==> src/rtl/pcpu_pkg.sv <==
// Shared pipeline types for the memory port arbiter.
// DMType codes, arbiter FSM states and port owners.
package pcpu_pkg;

    localparam logic [2:0] DM_WORD   = 3'b000;
    localparam logic [2:0] DM_HALF   = 3'b001;
    localparam logic [2:0] DM_HALF_U = 3'b010;
    localparam logic [2:0] DM_BYTE   = 3'b011;
    localparam logic [2:0] DM_BYTE_U = 3'b100;

    typedef enum logic [1:0] {
        IDLE,
        ISSUE,
        WAIT,
        DONE
    } arb_state_t;

    typedef enum logic {
        OWN_IF,
        OWN_MEM
    } owner_t;

endpackage

==> src/rtl/mem_port_arbiter_if.sv <==
// Pipeline-side bundle of the memory port arbiter.
// master = IF/MEM stages, slave = arbiter.
interface mem_port_arbiter_if #(
    parameter int AW = 32
) ();

    logic          if_req;
    logic [AW-1:0] if_addr;
    logic          if_flush;
    logic [31:0]   if_rdata;
    logic          if_ready;
    logic          mem_rd;
    logic          mem_wr;
    logic [AW-1:0] mem_addr;
    logic [31:0]   mem_wdata;
    logic [2:0]    mem_dmtype;
    logic [31:0]   mem_rdata;
    logic          mem_ready;
    logic          mem_misalign;
    logic          stall_if;
    logic          stall_mem;

    modport master (
        output if_req, if_addr, if_flush,
        output mem_rd, mem_wr, mem_addr, mem_wdata, mem_dmtype,
        input  if_rdata, if_ready,
        input  mem_rdata, mem_ready, mem_misalign,
        input  stall_if, stall_mem
    );

    modport slave (
        input  if_req, if_addr, if_flush,
        input  mem_rd, mem_wr, mem_addr, mem_wdata, mem_dmtype,
        output if_rdata, if_ready,
        output mem_rdata, mem_ready, mem_misalign,
        output stall_if, stall_mem
    );

endinterface

==> src/rtl/dm_align.sv <==
// Byte-lane steering for stores, lane select and extension for loads.
// Also flags half/word accesses that cross their natural alignment.
module dm_align
    import pcpu_pkg::*;
(
    input  logic [1:0]  addr,
    input  logic [2:0]  dmtype,
    input  logic [31:0] wdata,
    input  logic [31:0] rdata,
    output logic [3:0]  we,
    output logic [31:0] wdata_lane,
    output logic [31:0] rdata_ext,
    output logic        misalign
);

    logic        is_half;
    logic        is_byte;
    logic        sgn;
    logic [7:0]  b;
    logic [15:0] h;

    always_comb begin
        is_half = (dmtype == DM_HALF) || (dmtype == DM_HALF_U);
        is_byte = (dmtype == DM_BYTE) || (dmtype == DM_BYTE_U);
        sgn     = (dmtype == DM_HALF) || (dmtype == DM_BYTE);
        b       = rdata[7:0];
        unique case (addr)
            2'd0: b = rdata[7:0];
            2'd1: b = rdata[15:8];
            2'd2: b = rdata[23:16];
            2'd3: b = rdata[31:24];
        endcase
        h = addr[1] ? rdata[31:16] : rdata[15:0];
    end

    // Unknown DMType codes fall through to the word defaults.
    always_comb begin
        we         = 4'b1111;
        wdata_lane = wdata;
        rdata_ext  = rdata;
        misalign   = (addr != 2'b00);
        unique case (1'b1)
            is_half: begin
                we         = addr[1] ? 4'b1100 : 4'b0011;
                wdata_lane = {2{wdata[15:0]}};
                rdata_ext  = {{16{sgn & h[15]}}, h};
                misalign   = addr[0];
            end
            is_byte: begin
                we         = 4'b0001 << addr;
                wdata_lane = {4{wdata[7:0]}};
                rdata_ext  = {{24{sgn & b[7]}}, b};
                misalign   = 1'b0;
            end
            default: begin
            end
        endcase
    end

endmodule

==> src/rtl/mem_port_arbiter.sv <==
// Shares one fixed-latency single-port RAM between IF and MEM.
// MEM has fixed priority; IF fetches can be dropped by a flush.
module mem_port_arbiter
    import pcpu_pkg::*;
#(
    parameter int RAM_LAT = 1,
    parameter int AW      = 32
) (
    input  logic                 clk,
    input  logic                 rst,
    mem_port_arbiter_if.slave    bus,
    output logic                 ram_en,
    output logic [3:0]           ram_we,
    output logic [AW-1:0]        ram_addr,
    output logic [31:0]          ram_wdata,
    input  logic [31:0]          ram_rdata
);

    arb_state_t    state_q, state_d;
    owner_t        owner_q;
    logic [AW-1:0] addr_q;
    logic [31:0]   wdata_q;
    logic [2:0]    type_q;
    logic          wr_q;
    logic          mis_q;
    logic          drop_q;
    logic [3:0]    cnt_q;
    logic [31:0]   data_q;
    logic [31:0]   if_hold_q;
    logic [31:0]   mem_hold_q;

    logic          mem_go;
    logic          if_go;
    logic          ld_done;
    logic [1:0]    al_addr;
    logic [2:0]    al_type;
    logic [3:0]    al_we;
    logic [31:0]   al_wdata;
    logic [31:0]   al_rdata;
    logic          al_mis;

    assign mem_go = bus.mem_rd | bus.mem_wr;
    assign if_go  = bus.if_req & ~bus.if_flush;

    // In IDLE the aligner looks at the live request to catch misalignment.
    assign al_addr = (state_q == IDLE) ? bus.mem_addr[1:0] : addr_q[1:0];
    assign al_type = (state_q == IDLE) ? bus.mem_dmtype : type_q;

    dm_align u_align (
        .addr       (al_addr),
        .dmtype     (al_type),
        .wdata      (wdata_q),
        .rdata      (ram_rdata),
        .we         (al_we),
        .wdata_lane (al_wdata),
        .rdata_ext  (al_rdata),
        .misalign   (al_mis)
    );

    always_comb begin
        state_d = state_q;
        unique case (state_q)
            IDLE: begin
                if (mem_go)
                    state_d = al_mis ? DONE : ISSUE;
                else if (if_go)
                    state_d = ISSUE;
            end
            ISSUE: state_d = wr_q ? DONE : WAIT;
            WAIT:  if (cnt_q == 4'd1) state_d = DONE;
            DONE:  state_d = IDLE;
        endcase
    end

    always_ff @(posedge clk) begin
        if (rst) begin
            state_q    <= IDLE;
            owner_q    <= OWN_IF;
            addr_q     <= '0;
            wdata_q    <= '0;
            type_q     <= DM_WORD;
            wr_q       <= 1'b0;
            mis_q      <= 1'b0;
            drop_q     <= 1'b0;
            cnt_q      <= '0;
            data_q     <= '0;
            if_hold_q  <= '0;
            mem_hold_q <= '0;
        end else begin
            state_q <= state_d;
            unique case (state_q)
                IDLE: begin
                    if (mem_go) begin
                        owner_q <= OWN_MEM;
                        addr_q  <= bus.mem_addr;
                        wdata_q <= bus.mem_wdata;
                        type_q  <= bus.mem_dmtype;
                        wr_q    <= bus.mem_wr;
                        mis_q   <= al_mis;
                        data_q  <= '0;
                        drop_q  <= 1'b0;
                    end else if (if_go) begin
                        owner_q <= OWN_IF;
                        addr_q  <= bus.if_addr;
                        type_q  <= DM_WORD;
                        wr_q    <= 1'b0;
                        mis_q   <= 1'b0;
                        drop_q  <= 1'b0;
                    end
                end
                ISSUE: cnt_q <= 4'(RAM_LAT);
                WAIT: begin
                    cnt_q <= cnt_q - 4'd1;
                    if (cnt_q == 4'd1)
                        data_q <= (owner_q == OWN_MEM) ? al_rdata : ram_rdata;
                end
                DONE: begin
                    if (bus.if_ready) if_hold_q <= data_q;
                    if (ld_done)      mem_hold_q <= data_q;
                end
            endcase
            if (state_q != IDLE && owner_q == OWN_IF && bus.if_flush)
                drop_q <= 1'b1;
        end
    end

    assign bus.if_ready = (state_q == DONE) && (owner_q == OWN_IF)
                          && !drop_q && !bus.if_flush;
    assign bus.mem_ready    = (state_q == DONE) && (owner_q == OWN_MEM);
    assign bus.mem_misalign = bus.mem_ready & mis_q;
    assign ld_done          = bus.mem_ready & (~wr_q | mis_q);

    // Read data is shown live during DONE, then held until the next completion.
    assign bus.if_rdata  = bus.if_ready ? data_q : if_hold_q;
    assign bus.mem_rdata = ld_done ? data_q : mem_hold_q;

    assign bus.stall_if  = bus.if_req & ~bus.if_ready;
    assign bus.stall_mem = mem_go & ~bus.mem_ready;

    assign ram_en    = (state_q == ISSUE);
    assign ram_we    = (ram_en & wr_q) ? al_we : 4'b0000;
    assign ram_addr  = ram_en ? {addr_q[AW-1:2], 2'b00} : '0;
    assign ram_wdata = (ram_en & wr_q) ? al_wdata : 32'h0;

endmodule

==> src/flat_wrapper.sv <==
// flat-port wrapper written by rule: the top's interface ports become plain ports
module mem_port_arbiter_flat import pcpu_pkg::*;
#(
    parameter int RAM_LAT = 1,
    parameter int AW      = 32
)
  (clk, rst, ram_en, ram_we, ram_addr, ram_wdata, ram_rdata, bus_if_req, bus_if_addr, bus_if_flush, bus_mem_rd, bus_mem_wr, bus_mem_addr, bus_mem_wdata, bus_mem_dmtype, bus_if_rdata, bus_if_ready, bus_mem_rdata, bus_mem_ready, bus_mem_misalign, bus_stall_if, bus_stall_mem);
  mem_port_arbiter_if #(.AW(AW)) bus_i ();
  input  logic clk;
  input  logic rst;
  output logic ram_en;
  output logic [3:0] ram_we;
  output logic [AW-1:0] ram_addr;
  output logic [31:0] ram_wdata;
  input  logic [31:0] ram_rdata;
  input wire logic [$bits(bus_i.if_req)-1:0] bus_if_req;
  input wire logic [$bits(bus_i.if_addr)-1:0] bus_if_addr;
  input wire logic [$bits(bus_i.if_flush)-1:0] bus_if_flush;
  input wire logic [$bits(bus_i.mem_rd)-1:0] bus_mem_rd;
  input wire logic [$bits(bus_i.mem_wr)-1:0] bus_mem_wr;
  input wire logic [$bits(bus_i.mem_addr)-1:0] bus_mem_addr;
  input wire logic [$bits(bus_i.mem_wdata)-1:0] bus_mem_wdata;
  input wire logic [$bits(bus_i.mem_dmtype)-1:0] bus_mem_dmtype;
  output wire logic [$bits(bus_i.if_rdata)-1:0] bus_if_rdata;
  output wire logic [$bits(bus_i.if_ready)-1:0] bus_if_ready;
  output wire logic [$bits(bus_i.mem_rdata)-1:0] bus_mem_rdata;
  output wire logic [$bits(bus_i.mem_ready)-1:0] bus_mem_ready;
  output wire logic [$bits(bus_i.mem_misalign)-1:0] bus_mem_misalign;
  output wire logic [$bits(bus_i.stall_if)-1:0] bus_stall_if;
  output wire logic [$bits(bus_i.stall_mem)-1:0] bus_stall_mem;
  assign bus_i.if_req = bus_if_req;
  assign bus_i.if_addr = bus_if_addr;
  assign bus_i.if_flush = bus_if_flush;
  assign bus_i.mem_rd = bus_mem_rd;
  assign bus_i.mem_wr = bus_mem_wr;
  assign bus_i.mem_addr = bus_mem_addr;
  assign bus_i.mem_wdata = bus_mem_wdata;
  assign bus_i.mem_dmtype = bus_mem_dmtype;
  assign bus_if_rdata = bus_i.if_rdata;
  assign bus_if_ready = bus_i.if_ready;
  assign bus_mem_rdata = bus_i.mem_rdata;
  assign bus_mem_ready = bus_i.mem_ready;
  assign bus_mem_misalign = bus_i.mem_misalign;
  assign bus_stall_if = bus_i.stall_if;
  assign bus_stall_mem = bus_i.stall_mem;
  mem_port_arbiter #(.RAM_LAT(RAM_LAT), .AW(AW)) u_core (.clk(clk), .rst(rst), .bus(bus_i), .ram_en(ram_en), .ram_we(ram_we), .ram_addr(ram_addr), .ram_wdata(ram_wdata), .ram_rdata(ram_rdata));
endmodule
==> config.mk <==
export PLATFORM = sky130hd
export DESIGN_NAME = mem_port_arbiter_flat
export DESIGN_NICKNAME = d
export VERILOG_FILES = /design/src/rtl/pcpu_pkg.sv /design/src/rtl/mem_port_arbiter_if.sv /design/src/rtl/dm_align.sv /design/src/rtl/mem_port_arbiter.sv /design/src/flat_wrapper.sv
export SDC_FILE = /design/constraint.sdc
export NUM_CORES = 1
export LEC_CHECK = 0
export ABC_AREA = 1
export CORE_MARGIN = 4
export CORE_UTILIZATION = 49
export DETAILED_ROUTE_END_ITERATION = 8
export GPL_TIMING_DRIVEN = 0
export MAX_ROUTING_LAYER = met4
export PLACE_DENSITY = 0.82
export SYNTH_ARGS = -nofsm -noshare
export SYNTH_HDL_FRONTEND = slang
export SYNTH_HIERARCHICAL = 1
export SYNTH_SLANG_ARGS = --single-unit
==> constraint.sdc <==
create_clock -name clk -period 3 [get_ports clk]
set_input_delay 0.45 -clock clk [delete_from_list [all_inputs] [get_ports clk]]
set_output_delay 0.45 -clock clk [all_outputs]
set_load 0.05 [all_outputs]
Figure 1. Met1 routing.
(4 px per µm) Supply wires on this layer in grey. Cells faint in the background.
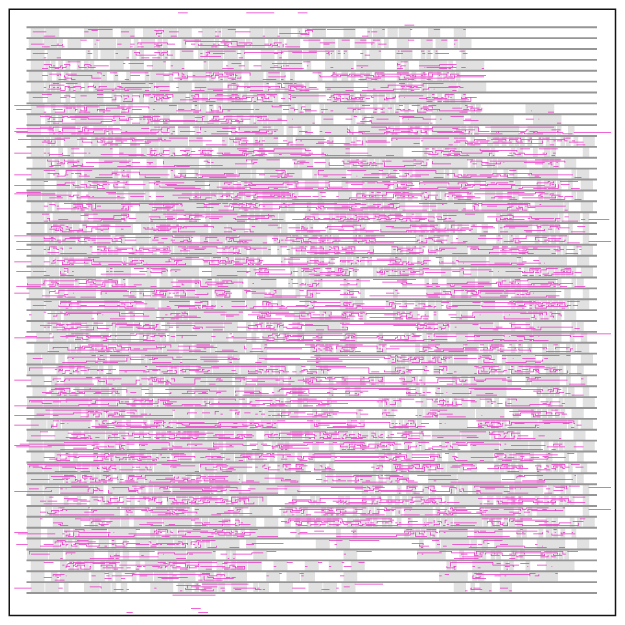
main direction: horizontal
wire length on this layer: 13,700 µm
nets with wire on the layer: 1,985
longest straight run: 44.2 µm
via count: 11.6k
WL final: 35,000 µm
met1 Usage GRT: 33.2%

Figure 2. M3 wires.
(2 px per µm) Cells faint in the background.
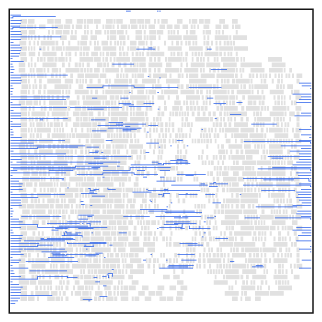
nets with wire on the layer: 288
wire length on this layer: 2,850 µm
main direction: horizontal
longest straight run: 60.0 µm
share of all routed wire: 8.2%
grt met3 use: 6.49%

Figure 3. Met4 routing.
(3 px per µm) Supply wires on this layer in grey.
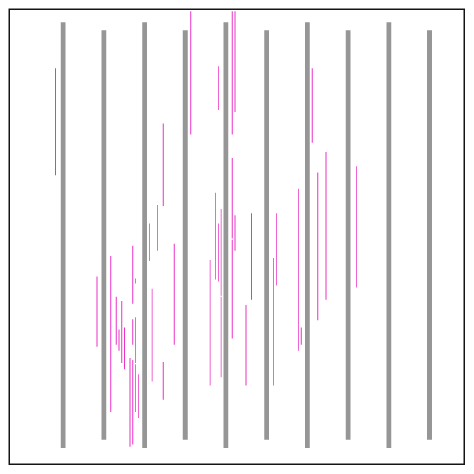
wire length on this layer: 1,110 µm
nets with wire on the layer: 39
main direction: vertical
share of all routed wire: 3.2%
longest straight run: 53.7 µm

Figure 4. Wiring by layer.
(3 px per µm) Only two layers are drawn.
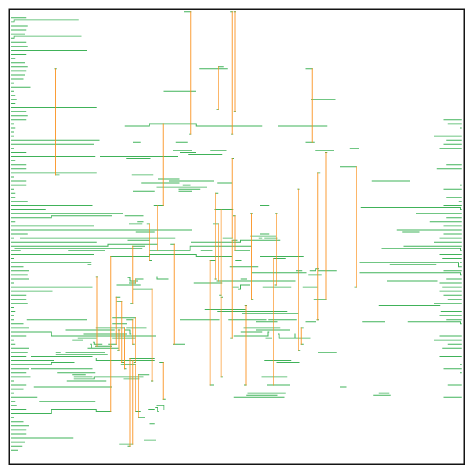
| layer | colour | wire length |
|---|---|---|
| met4 | orange | 1,110 µm |
| met3 | green | 2,850 µm |
gr usage total: 29.5%
Avg WL per Cell: 15.2 µm

Figure 5. Routing congestion map.
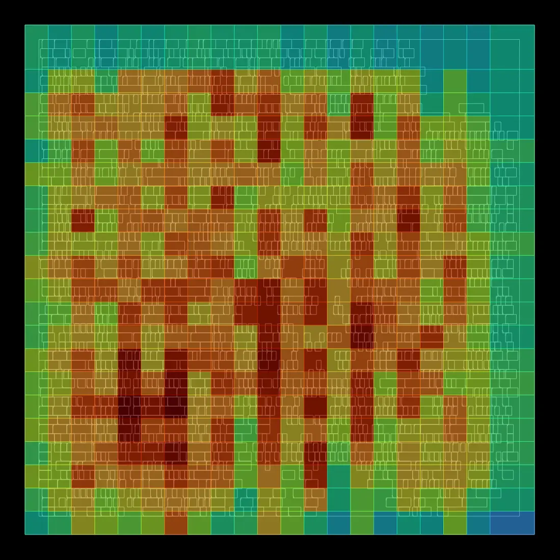
Global Route met2 Usage: 51.5%
Layout Utilization: 70.6%

==> ci_impl_report.md <==
### Yosys + OpenROAD results

| Metric | Value |
|---|---|
| Status | complete, but fails checks |
| Violated checks | setup timing |
| Clock Power | ~0.0024 W |
| Cell count after placement | 2,247 |
| Post-Synth Simple-Gate Area | 35.7% |
| Aoi share | between 10% and 20% |
| DRC Markers | 0 |
| Vias per cell | 5.05 |
| # Cells Yosys | 1,705 |
| Inverter count | between 200 and 300 |
| Synth top cell by count | nand2_1 |
| CTS Buf Count | 17 |
| Top-area cell share | 34.5% |
| N_diodes | 2 |
| Combinational power share | a little under three fifths |
| Cell family with most CP delay | buffers and inverters |
| Worst Hold Class | in -> reg |
| Synth-to-Final Area Change | 41.7% |
| GR Overflow Total | 0 |
| Sequential share of power | 25.0% |
| Final cycle utilization of the critical path | 103% |
| Worst setup margin | -88.4 ps |
| Most frequent logic cell in the layout | nand2_1 |
| FMAX | around 320 MHz |
| Clock Pin Slew Worst Setup and Hold Paths | 70 ps |
| Design area | 14,200 µm² |
| Commonest flop | dfxtp_1 |
| Final-layout fill cell count | 1,773 |
| Top post-synthesis cells by area | dfxtp_1 34%, nand2_1 18%, inv_1 11% |
| Final setup violation count | 17 |
| Initial antenna violation count | 2 |
| Placeable Area | 20,200 µm² |
| Mean Syn Cell Area | 5.89 µm² |
| Top power group | combinational logic |
| Power Total | 0.0135 W |
| # IOs | 275 |
| Die Area | ~23,000 µm² |
| Worst setup path category | reg -> out |
| Seq/total area | between 20% and 30% |
| DR pass1 iterations | 7 |
| NonClk Buf Share | 24.5% |
| Max-slew violations | 0 |
| Number of enable flip-flop cells | 0 |
| Dominant kind of cell | multi-input combinational cells |
| Top sig layer | met4 |
| Clock power frac | 17.9% |
| Mux cell area share | 0% |
| Critical-path cell list | buf_6 -> inv_4 -> ha_4 -> clkbuf_16 -> nand2_4 -> nand2_4 -> inv_2 -> nand2_2 -> nand3_4 -> buf_8 -> o21ai_2 -> inv_1 -> o21ai_1 -> inv_1 -> nor2_2 -> buf_6 |
| Max transition margin | approximately 57% |
| Clk_lat worst skew | 430 ps |
| H-tree depth | 4 |
| Internal power | 0.00707 W |
| Tap cells | between 200 and 300 |
| Min Tclk post-route | 3090 ps |
| Switching share of power | between 40% and 50% |
| WL met1 | 13,700 µm |
| # Max-Cap Violations | 0 |
| First-pass GRT wire length | 52,100 µm |
| Non-clk bufs | 403 |
| Drt initial violations | 815 |
| Flip-flops | approximately 170 |
| WHS | 407 ps |
| Worst Setup Start Kind | register |
| Log Warnings | 33 |
| Leak pwr | a little under 8 nW |
| Sequential share of the synthesized area | 34.5% |
| FP Rows | 52 |
| Final Hold Fails | 0 |
| Crit path buf inv count | 8 |
| Comb pwr | ~0.0077 W |
| Setup_tns | -505 ps |
No activity file was given, so power comes from the tool's default toggle rates.
